Design fifo_axis_reader, sky130hd; sources not shown.
met1.png
Scale: 4 px per µm.
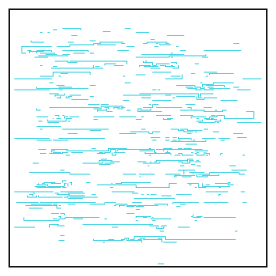
179 nets have wire on it. The longest straight run is 17.5 µm. The layer holds 40% of the routed length.
met1 track demand over resource: 0.197
via count: 1,209
Routed WL: 3330 µm

gate_families.png
Scale: 4 px per µm.
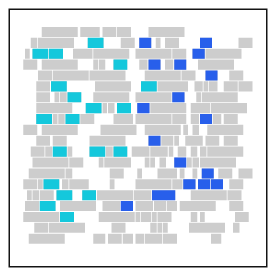
XOR/XNOR gates: marked blue, cells 17. multiplexers: marked cyan, cells 19.
fraction of area in multi-input gates: 0.322
Post-Layout Cell Count: 233

==> Slide: Implementation Results <==
Flow Results at a Glance

Setup path
  – Critical Path Fanout Max: 4
  – Crit-path cells: ha_1, ha_1, nor2_1, a31oi_1, nor3b_1, dlygate4sd2_1
  – CP Capture Type: primary output
  – Top cell by count, worst path: ha_1
  – Max stage delay on crit path: about 430 ps
  – Crit-path leading delay family: adder cells
  – Crit path depth: 6
  – Req. time, crit path: 2080 ps
  – Slowest CP cell: dfrtp_1

Timing
  – Worst rel slew slack: 0.579
  – Final period utilization: 0.910
  – Fin Hold WS: 289 ps

CTS
  – # H-tree levels: 2
  – Post-cts gate resize count: 1
  – CTS sink count: 38
  – CTS tree: yes
  – Worst skew pair latency: 290 ps
  – Root buf cell: clkbuf_8

Place
  – Worst slack at placement: -13.2 ps
  – Placed cell areas: 0.00218 mm²
  – GPL Wtd Cong: 0.784
  – Placed Cells: 225

GRT
  – Total global-route track usage: 0.185
  – Vias in the first global route: 1,287
  – Met2 capacity usage during global routing: 0.335
  – Global-route wire length before repair: a little under 6000 µm
  – Grt ovf: 0
  – Global-route layer with the greatest usage: met2

Yosys
  – Commonest cells post-synth: dfrtp_1, xnor2_1, nor2_1, mux2_2, nand2_1
  – Post-Syn Nets: 159
  – Mapped Area: 0.00171 mm²
  – Post-synth seq share: 0.555
  – Post-synth EDFFs: 0
  – Dominant combinational family: simple AND/OR/NAND/NOR gates
  – Top cell area share: 0.555

Final layout
  – Largest class: registers
  – Max reg flops: 16
  – N_diodes: 0
  – Share of layout cells above drive strength 1: 0.148
  – Multi-input comb cells: 94
  – Top Layout Cells: dfrtp_1, clkdlybuf4s50_1, xnor2_1, nor2_1
  – Fillers: 238
  – FFs & Latches: 38
  – Flop share of the area: 0.419
  – Core Util, Final: 0.726
  – Number of non-clock buffers: 43

Die
  – Die H: roughly 64 µm
  – # IOs: 41
  – Die width: 64.0 µm
  – Core area: between 0.003 and 0.004 mm²
  – Floorplan core density: 0.548

Run
  – Max Cap Viol: 0

Worst hold path
  – Worst min-delay path category: input port to asynchronous set/reset pin

Outcome
  – Status: finished clean

Detailed routing
  – Routed Antenna Nets: 0
  – Top Metal Used: met4
  – Drt pass-1 iters: 4
  – Vias per cell: roughly 5.2
  – Starting DRT DRC Count: 61

Power and ir drop
  – Reported net switching power: about 0.77 mW
  – Leakage power: 1.04 nW
  – Clock group: just over 0.4 mW
  – Reg power frac: 0.422
  – Dominant power group: registers
No activity file was given, so power comes from the tool's default toggle rates.
